met1.png
(1 px per um)
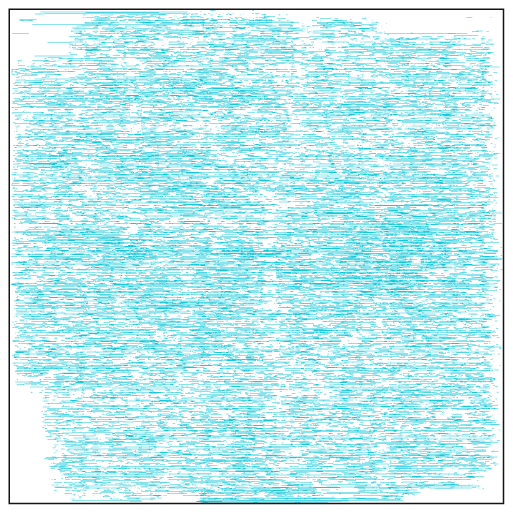
final_congestion.png
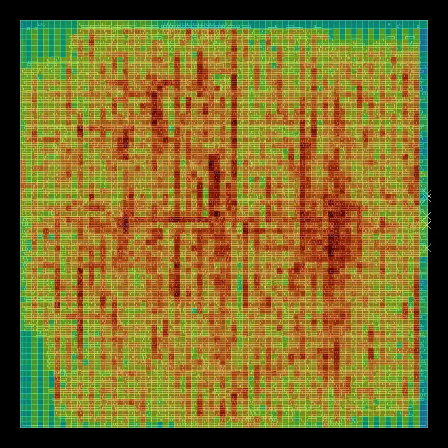
zoom.png
Region (357, 357) to (382, 382) um. Cells in gray, sequential cells in the stronger gray; small squares are vias.
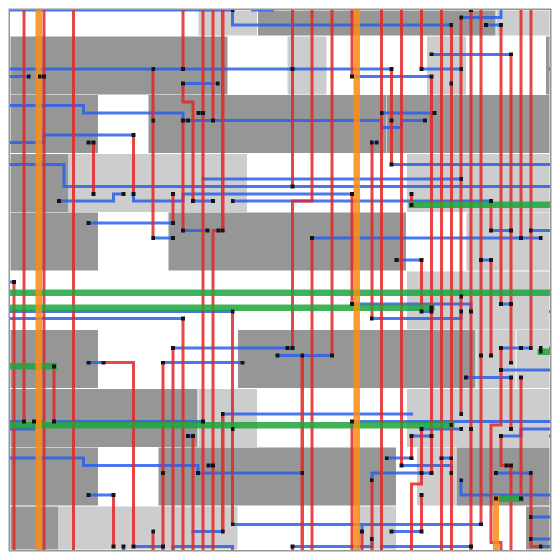
File: src/rtl/dcache_wt_pkg.sv
// Shared types and helpers for the write-through data cache.
// Line layout, FSM state encoding, uncached-window test, byte merge.
package dcache_pkg;

  localparam int TAG_MAX = 30;

  typedef enum logic [1:0] {
    IDLE,
    WB_READ,
    WB_WRITE,
    FLUSH
  } dcache_state_t;

  typedef struct packed {
    logic               valid;
    logic [TAG_MAX-1:0] tag;
    logic [31:0]        data;
  } line_t;

  function automatic logic is_uncached(
    input logic [31:0] addr,
    input logic [3:0]  nibble
  );
    return (addr >> 28) == 32'(nibble);
  endfunction

  function automatic logic [31:0] byte_merge(
    input logic [31:0] old_w,
    input logic [31:0] new_w,
    input logic [3:0]  be
  );
    logic [31:0] r;
    r = old_w;
    for (int i = 0; i < 4; i++) begin
      if (be[i]) r[8*i +: 8] = new_w[8*i +: 8];
    end
    return r;
  endfunction

endpackage

File: src/rtl/dcache_wt_if.sv
// CPU-side request port and Wishbone master port of the data cache.
// CPU side: master = MEM stage, slave = cache. Bus side: master = cache.
interface dcache_cpu_if;
  logic [31:0] cpu_addr_i;
  logic [31:0] cpu_wdata_i;
  logic        cpu_we_i;
  logic [3:0]  cpu_be_i;
  logic        cpu_valid_i;
  logic [31:0] cpu_rdata_o;
  logic        cpu_ready_o;
  logic        flush_req_i;
  logic        flush_done_o;

  modport master (
    output cpu_addr_i, cpu_wdata_i, cpu_we_i,
    output cpu_be_i, cpu_valid_i, flush_req_i,
    input  cpu_rdata_o, cpu_ready_o, flush_done_o
  );

  modport slave (
    input  cpu_addr_i, cpu_wdata_i, cpu_we_i,
    input  cpu_be_i, cpu_valid_i, flush_req_i,
    output cpu_rdata_o, cpu_ready_o, flush_done_o
  );
endinterface

interface dcache_wb_if;
  logic        wb_cyc_o;
  logic        wb_stb_o;
  logic        wb_we_o;
  logic [31:0] wb_adr_o;
  logic [31:0] wb_dat_o;
  logic [3:0]  wb_sel_o;
  logic [31:0] wb_dat_i;
  logic        wb_ack_i;

  modport master (
    output wb_cyc_o, wb_stb_o, wb_we_o,
    output wb_adr_o, wb_dat_o, wb_sel_o,
    input  wb_dat_i, wb_ack_i
  );

  modport slave (
    input  wb_cyc_o, wb_stb_o, wb_we_o,
    input  wb_adr_o, wb_dat_o, wb_sel_o,
    output wb_dat_i, wb_ack_i
  );
endinterface

File: src/rtl/dcache_wt_array.sv
// Valid/tag/data storage: combinational read, fill or byte-merge write,
// per-index valid clear. Only valid bits are reset.
module dcache_array
  import dcache_pkg::*;
#(
  parameter int NUM_LINES = 64,
  parameter int IDX_W     = $clog2(NUM_LINES),
  parameter int TAG_W     = 30 - IDX_W
) (
  input  logic             clk,
  input  logic             rst,
  input  logic [IDX_W-1:0] rd_idx_i,
  output line_t            rd_line_o,
  input  logic [IDX_W-1:0] wr_idx_i,
  input  logic             fill_en_i,
  input  logic [TAG_W-1:0] fill_tag_i,
  input  logic [31:0]      fill_data_i,
  input  logic             merge_en_i,
  input  logic [31:0]      merge_data_i,
  input  logic [3:0]       merge_be_i,
  input  logic             clr_en_i,
  input  logic [IDX_W-1:0] clr_idx_i
);

  logic [NUM_LINES-1:0] valid_q;
  logic [TAG_W-1:0]     tag_q  [NUM_LINES];
  logic [31:0]          data_q [NUM_LINES];

  always_ff @(posedge clk or posedge rst) begin
    if (rst) begin
      valid_q <= '0;
    end else begin
      if (fill_en_i) valid_q[wr_idx_i] <= 1'b1;
      if (clr_en_i)  valid_q[clr_idx_i] <= 1'b0;
    end
  end

  always_ff @(posedge clk) begin
    if (fill_en_i) begin
      tag_q[wr_idx_i]  <= fill_tag_i;
      data_q[wr_idx_i] <= fill_data_i;
    end else if (merge_en_i) begin
      data_q[wr_idx_i] <= byte_merge(data_q[wr_idx_i],
                                     merge_data_i,
                                     merge_be_i);
    end
  end

  always_comb begin
    rd_line_o.valid = valid_q[rd_idx_i];
    rd_line_o.tag   = TAG_MAX'(tag_q[rd_idx_i]);
    rd_line_o.data  = data_q[rd_idx_i];
  end

endmodule

File: src/rtl/dcache_wt.sv
// Direct-mapped write-through, no-write-allocate data cache between the
// MEM stage and the Wishbone arbiter, with FENCE.I line-by-line flush.
module dcache_wt
  import dcache_pkg::*;
#(
  parameter int         NUM_LINES       = 64,
  parameter logic [3:0] UNCACHED_NIBBLE = 4'h1
) (
  input  logic         clk,
  input  logic         rst,
  dcache_cpu_if.slave  cpu,
  dcache_wb_if.master  wb
);

  localparam int IDX_W = $clog2(NUM_LINES);
  localparam int TAG_W = 30 - IDX_W;

  dcache_state_t    state_q, state_d;
  logic [IDX_W-1:0] cnt_q, cnt_d;
  logic             done_q, done_d;
  logic             armed_q, armed_d;

  logic [IDX_W-1:0] idx;
  logic [TAG_W-1:0] tag;
  line_t            line;
  logic             uncached, hit;
  logic             ready, fill_en, merge_en, clr_en;
  logic [31:0]      rdata;
  logic             bus_rd, bus_wr, bus;

  assign idx      = cpu.cpu_addr_i[IDX_W+1:2];
  assign tag      = cpu.cpu_addr_i[31:IDX_W+2];
  assign uncached = is_uncached(cpu.cpu_addr_i, UNCACHED_NIBBLE);
  assign hit      = line.valid && (line.tag == TAG_MAX'(tag)) && !uncached;

  dcache_array #(
    .NUM_LINES (NUM_LINES),
    .IDX_W     (IDX_W),
    .TAG_W     (TAG_W)
  ) u_array (
    .clk          (clk),
    .rst          (rst),
    .rd_idx_i     (idx),
    .rd_line_o    (line),
    .wr_idx_i     (idx),
    .fill_en_i    (fill_en),
    .fill_tag_i   (tag),
    .fill_data_i  (wb.wb_dat_i),
    .merge_en_i   (merge_en),
    .merge_data_i (cpu.cpu_wdata_i),
    .merge_be_i   (cpu.cpu_be_i),
    .clr_en_i     (clr_en),
    .clr_idx_i    (cnt_q)
  );

  always_ff @(posedge clk or posedge rst) begin
    if (rst) begin
      state_q <= IDLE;
      cnt_q   <= '0;
      done_q  <= 1'b0;
      armed_q <= 1'b1;
    end else begin
      state_q <= state_d;
      cnt_q   <= cnt_d;
      done_q  <= done_d;
      armed_q <= armed_d;
    end
  end

  // armed_q forces flush_req_i low for a cycle between two flushes
  always_comb begin
    state_d  = state_q;
    cnt_d    = cnt_q;
    done_d   = 1'b0;
    armed_d  = armed_q | ~cpu.flush_req_i;
    ready    = 1'b0;
    rdata    = '0;
    fill_en  = 1'b0;
    merge_en = 1'b0;
    clr_en   = 1'b0;
    unique case (state_q)
      IDLE: begin
        if (cpu.cpu_valid_i) begin
          if (cpu.cpu_we_i) begin
            state_d = WB_WRITE;
          end else if (hit) begin
            ready = 1'b1;
            rdata = line.data;
          end else begin
            state_d = WB_READ;
          end
        end else if (cpu.flush_req_i && armed_q) begin
          state_d = FLUSH;
          cnt_d   = '0;
          armed_d = 1'b0;
        end
      end
      WB_READ: begin
        if (wb.wb_ack_i) begin
          ready   = 1'b1;
          rdata   = wb.wb_dat_i;
          fill_en = !uncached;
          state_d = IDLE;
        end
      end
      WB_WRITE: begin
        if (wb.wb_ack_i) begin
          ready    = 1'b1;
          merge_en = hit;
          state_d  = IDLE;
        end
      end
      FLUSH: begin
        clr_en = 1'b1;
        cnt_d  = cnt_q + IDX_W'(1);
        if (cnt_q == IDX_W'(NUM_LINES - 1)) begin
          state_d = IDLE;
          done_d  = 1'b1;
        end
      end
    endcase
  end

  assign bus_rd = (state_q == WB_READ);
  assign bus_wr = (state_q == WB_WRITE);
  assign bus    = bus_rd | bus_wr;

  assign wb.wb_cyc_o = bus;
  assign wb.wb_stb_o = bus;
  assign wb.wb_we_o  = bus_wr;
  assign wb.wb_adr_o = bus ? (cpu.cpu_addr_i & ~32'h3) : '0;
  assign wb.wb_dat_o = bus_wr ? cpu.cpu_wdata_i : '0;
  assign wb.wb_sel_o = bus_wr ? cpu.cpu_be_i
                     : bus_rd ? 4'hF : 4'h0;

  assign cpu.cpu_ready_o  = ready & cpu.cpu_valid_i;
  assign cpu.cpu_rdata_o  = cpu.cpu_valid_i ? rdata : '0;
  assign cpu.flush_done_o = done_q;

endmodule
File: src/flat_wrapper.sv
// flat-port wrapper written by rule: the top's interface ports become plain ports
module dcache_wt_flat import dcache_pkg::*;
#(
  parameter int         NUM_LINES       = 64,
  parameter logic [3:0] UNCACHED_NIBBLE = 4'h1
)
  (clk, rst, cpu_cpu_addr_i, cpu_cpu_wdata_i, cpu_cpu_we_i, cpu_cpu_be_i, cpu_cpu_valid_i, cpu_flush_req_i, cpu_cpu_rdata_o, cpu_cpu_ready_o, cpu_flush_done_o, wb_wb_cyc_o, wb_wb_stb_o, wb_wb_we_o, wb_wb_adr_o, wb_wb_dat_o, wb_wb_sel_o, wb_wb_dat_i, wb_wb_ack_i);
  dcache_cpu_if cpu_i ();
  dcache_wb_if wb_i ();
  input  logic clk;
  input  logic rst;
  input wire logic [$bits(cpu_i.cpu_addr_i)-1:0] cpu_cpu_addr_i;
  input wire logic [$bits(cpu_i.cpu_wdata_i)-1:0] cpu_cpu_wdata_i;
  input wire logic [$bits(cpu_i.cpu_we_i)-1:0] cpu_cpu_we_i;
  input wire logic [$bits(cpu_i.cpu_be_i)-1:0] cpu_cpu_be_i;
  input wire logic [$bits(cpu_i.cpu_valid_i)-1:0] cpu_cpu_valid_i;
  input wire logic [$bits(cpu_i.flush_req_i)-1:0] cpu_flush_req_i;
  output wire logic [$bits(cpu_i.cpu_rdata_o)-1:0] cpu_cpu_rdata_o;
  output wire logic [$bits(cpu_i.cpu_ready_o)-1:0] cpu_cpu_ready_o;
  output wire logic [$bits(cpu_i.flush_done_o)-1:0] cpu_flush_done_o;
  output wire logic [$bits(wb_i.wb_cyc_o)-1:0] wb_wb_cyc_o;
  output wire logic [$bits(wb_i.wb_stb_o)-1:0] wb_wb_stb_o;
  output wire logic [$bits(wb_i.wb_we_o)-1:0] wb_wb_we_o;
  output wire logic [$bits(wb_i.wb_adr_o)-1:0] wb_wb_adr_o;
  output wire logic [$bits(wb_i.wb_dat_o)-1:0] wb_wb_dat_o;
  output wire logic [$bits(wb_i.wb_sel_o)-1:0] wb_wb_sel_o;
  input wire logic [$bits(wb_i.wb_dat_i)-1:0] wb_wb_dat_i;
  input wire logic [$bits(wb_i.wb_ack_i)-1:0] wb_wb_ack_i;
  assign cpu_i.cpu_addr_i = cpu_cpu_addr_i;
  assign cpu_i.cpu_wdata_i = cpu_cpu_wdata_i;
  assign cpu_i.cpu_we_i = cpu_cpu_we_i;
  assign cpu_i.cpu_be_i = cpu_cpu_be_i;
  assign cpu_i.cpu_valid_i = cpu_cpu_valid_i;
  assign cpu_i.flush_req_i = cpu_flush_req_i;
  assign cpu_cpu_rdata_o = cpu_i.cpu_rdata_o;
  assign cpu_cpu_ready_o = cpu_i.cpu_ready_o;
  assign cpu_flush_done_o = cpu_i.flush_done_o;
  assign wb_wb_cyc_o = wb_i.wb_cyc_o;
  assign wb_wb_stb_o = wb_i.wb_stb_o;
  assign wb_wb_we_o = wb_i.wb_we_o;
  assign wb_wb_adr_o = wb_i.wb_adr_o;
  assign wb_wb_dat_o = wb_i.wb_dat_o;
  assign wb_wb_sel_o = wb_i.wb_sel_o;
  assign wb_i.wb_dat_i = wb_wb_dat_i;
  assign wb_i.wb_ack_i = wb_wb_ack_i;
  dcache_wt #(.NUM_LINES(NUM_LINES), .UNCACHED_NIBBLE(UNCACHED_NIBBLE)) u_core (.clk(clk), .rst(rst), .cpu(cpu_i), .wb(wb_i));
endmodule
File: config.mk
export PLATFORM = sky130hd
export DESIGN_NAME = dcache_wt_flat
export DESIGN_NICKNAME = d
export VERILOG_FILES = /design/src/rtl/dcache_wt_pkg.sv /design/src/rtl/dcache_wt_if.sv /design/src/rtl/dcache_wt_array.sv /design/src/rtl/dcache_wt.sv /design/src/flat_wrapper.sv
export SDC_FILE = /design/constraint.sdc
export NUM_CORES = 2
export LEC_CHECK = 0
export ABC_CLOCK_PERIOD_IN_PS = 8000
export CORE_MARGIN = 2
export CORE_UTILIZATION = 60
export DETAILED_ROUTE_END_ITERATION = 12
export PLACE_DENSITY_LB_ADDON = 0.08
export SYNTH_ARGS = -nofsm -noshare
export SYNTH_HDL_FRONTEND = slang
export SYNTH_HIERARCHICAL = 1
export SYNTH_SLANG_ARGS = --single-unit
File: constraint.sdc
create_clock -name clk -period 8 [get_ports clk]
set_clock_uncertainty 0.15 [all_clocks]
set_input_delay 0.8 -clock clk [delete_from_list [all_inputs] [get_ports clk]]
set_output_delay 0.8 -clock clk [all_outputs]
set_load 0.02 [all_outputs]
==> run summary <==
This note records the results obtained with Yosys and OpenROAD.

Outcome
The flow ran to the end, but the final reports show violations. The final reports fail on DRC.

Placed design
Summed over all nets, the half-perimeter wirelength after detailed placement is 224 mm. Per the post-place timing report, worst setup slack is 0.815 ns. The cell area after placement is 0.152 mm2. The number of placed instances with taps included is 9,877.

Port buffering added 206 buffers.

Layout
The logic area is 0.0322 mm2. The number of inserted filler cells in the final layout is 14.9k. The registers reported with the highest flop counts are u_core/u_array/data_q: 2048 flops, u_core/u_array/tag_q: 1536 flops, u_core/u_array/valid_q: 64 flops. The final instance area is 0.163 mm2. Compared with the post-synthesis result, the final layout area differs by 14.0%.

The clock network area share is 0.0711. The fraction of the core area covered by cells at the end of the flow is 0.687. Ranked by flip-flop count, first place goes to u_core/u_array/data_q. The non-clock buffer total of the final layout is 676. In the layout the commonest cells are edfxtp_1, mux4_2, buf_4.

The proportion of layout cells with a drive suffix above 1 is 0.302. The register with the most flip-flops in the layout has 2,048 of them.

Synthesis
The simple-gate area share of the yosys netlist is 0.0211. The area fraction in mux cells is 0.184. Sorting the synthesized cells by how often they occur yields edfxtp_1, mux4_2, nor2_1. The most common cell in the synthesized netlist is edfxtp_1.

The synthesized netlist handed to floorplanning was reported with a cell count of 6,412. The post-synthesis cell count from yosys is 6,412. The parity-gate share of the synthesized area counting xor and xnor cells is 0.00171. Of all flip-flops after synthesis, the portion carrying an async set or reset was 0.0202. In this run, synthesis inferred 3,584 flip-flops with an integrated enable. Yosys reports a chip area of 0.143 mm2. The post-synthesis share of cell area spent on and-or and or-and gates is 0.0161. Of the combinational cells, the family taking the most area is multiplexers.

Global routing
The layer carrying the most global-route usage is met2. The met3 layer usage reported by global route is 0.0601. The met1 usage is 0.422.

The number of antenna violations at the first check in global routing is 11. The global-route wire length before repair is 525 mm. Entering global routing, the biggest net connects 112 pins.

STA
The number of max-slew violations in the final report is 0. The final hold violation count is 0. The final number of setup-violating endpoints is 0.

Measured against its own limit, the worst slew margin works out to 0.129. The smallest clock period supported by the final layout is computed as 7.41 ns. The worst hold margin is 0.0146 ns. Setup repair after global routing left no endpoint under its margin.

Power
After layout, the design draws a total of 41.1 mW. Switching power as a fraction of the total was reported as 0.221. The leakage power is 52.7 nW. The power density over the cells is 251 mW/mm2. The total clock network power is 16.7 mW. The power report attributes to the sequential group a share of 0.517. Cell internal power was estimated by the tool at 32.0 mW. The share of total power in the clock network is 0.405.

Drt
The number of iterations in the first detailed-routing pass is 9. The met1 routed wirelength after detailed routing is 138 mm. The total via count after detailed routing is 70.2k. The residual antenna-violating net count after detailed routing is 0. The number of remaining DRC errors is 10. For this block, the initial DRC count from the detailed router was 8,505.

Die
The core utilization before placement is 0.603. The width of the chip is 493 um. The count of inserted tapcells is 3,167. The floorplan has 179 rows. The area of the die is 0.243 mm2.

Min path
The worst hold path begins at cpu_cpu_addr_i[12]. The tightest min-delay check is of the input port to flop type. Hold analysis shows the worst path with a depth of 1. Looking at the hold checks, the worst path lands on u_core/u_array/tag_q[42][4].

Worst setup path
The kind of launch point of the worst setup path is an input port. Walking the worst path, the cells encountered are buf_8 -> buf_4 -> mux4_2 -> mux4_2 -> a22oi_1 -> nand3_1 -> xor2_1 -> nor4_1 -> nand2_1 -> nor4_4 -> buf_12 -> a22o_1 -> clkdlybuf4s50_1. Grouping stages by cell kind, the critical path spends the most delay in buffers and inverters. Looking at the reg2reg group, the worst path ends at u_core/u_array/data_q[29][31]. The worst endpoint data arrival time is 6.46 ns. The termination of the worst setup path is cpu_cpu_rdata_o[11]. The cell that appears most often on the critical path is mux4_2. The category of the worst setup path capture point is an output pin.

The slowest library cell on the worst path is a22oi_1.

Clocking
The clock tree from TritonCTS is done. The root buffer cell is clkbuf_16. The number of resized instances in the post-cts repair step is 0. The total CTS buffers is 378. The clock tree buffer depth is 4.

Job
The number of warnings the tools reported is 39.
Back to the opening pictures, met1.png:
nets with wire on the layer	7,013
wire length on this layer	138 mm
main direction	horizontal
share of all routed wire	37%

Back to the opening pictures, final_congestion.png:
met2 track demand over resource in global routing: 0.496
global routing usage summed across all routing layers: 0.310
WL per Instance: 35.3 um

Back to the opening pictures, zoom.png:
color	layer
green	met3
red	met2
blue	met1
orange	met4
netlist names of flops here include	`u_core/u_array/tag_q` (7)
cells with their middle in the window	20
most frequent	edfxtp_1 (7), mux4_2 (4)
sequential cells in the window	7

Power and IR drop assume default switching activity.
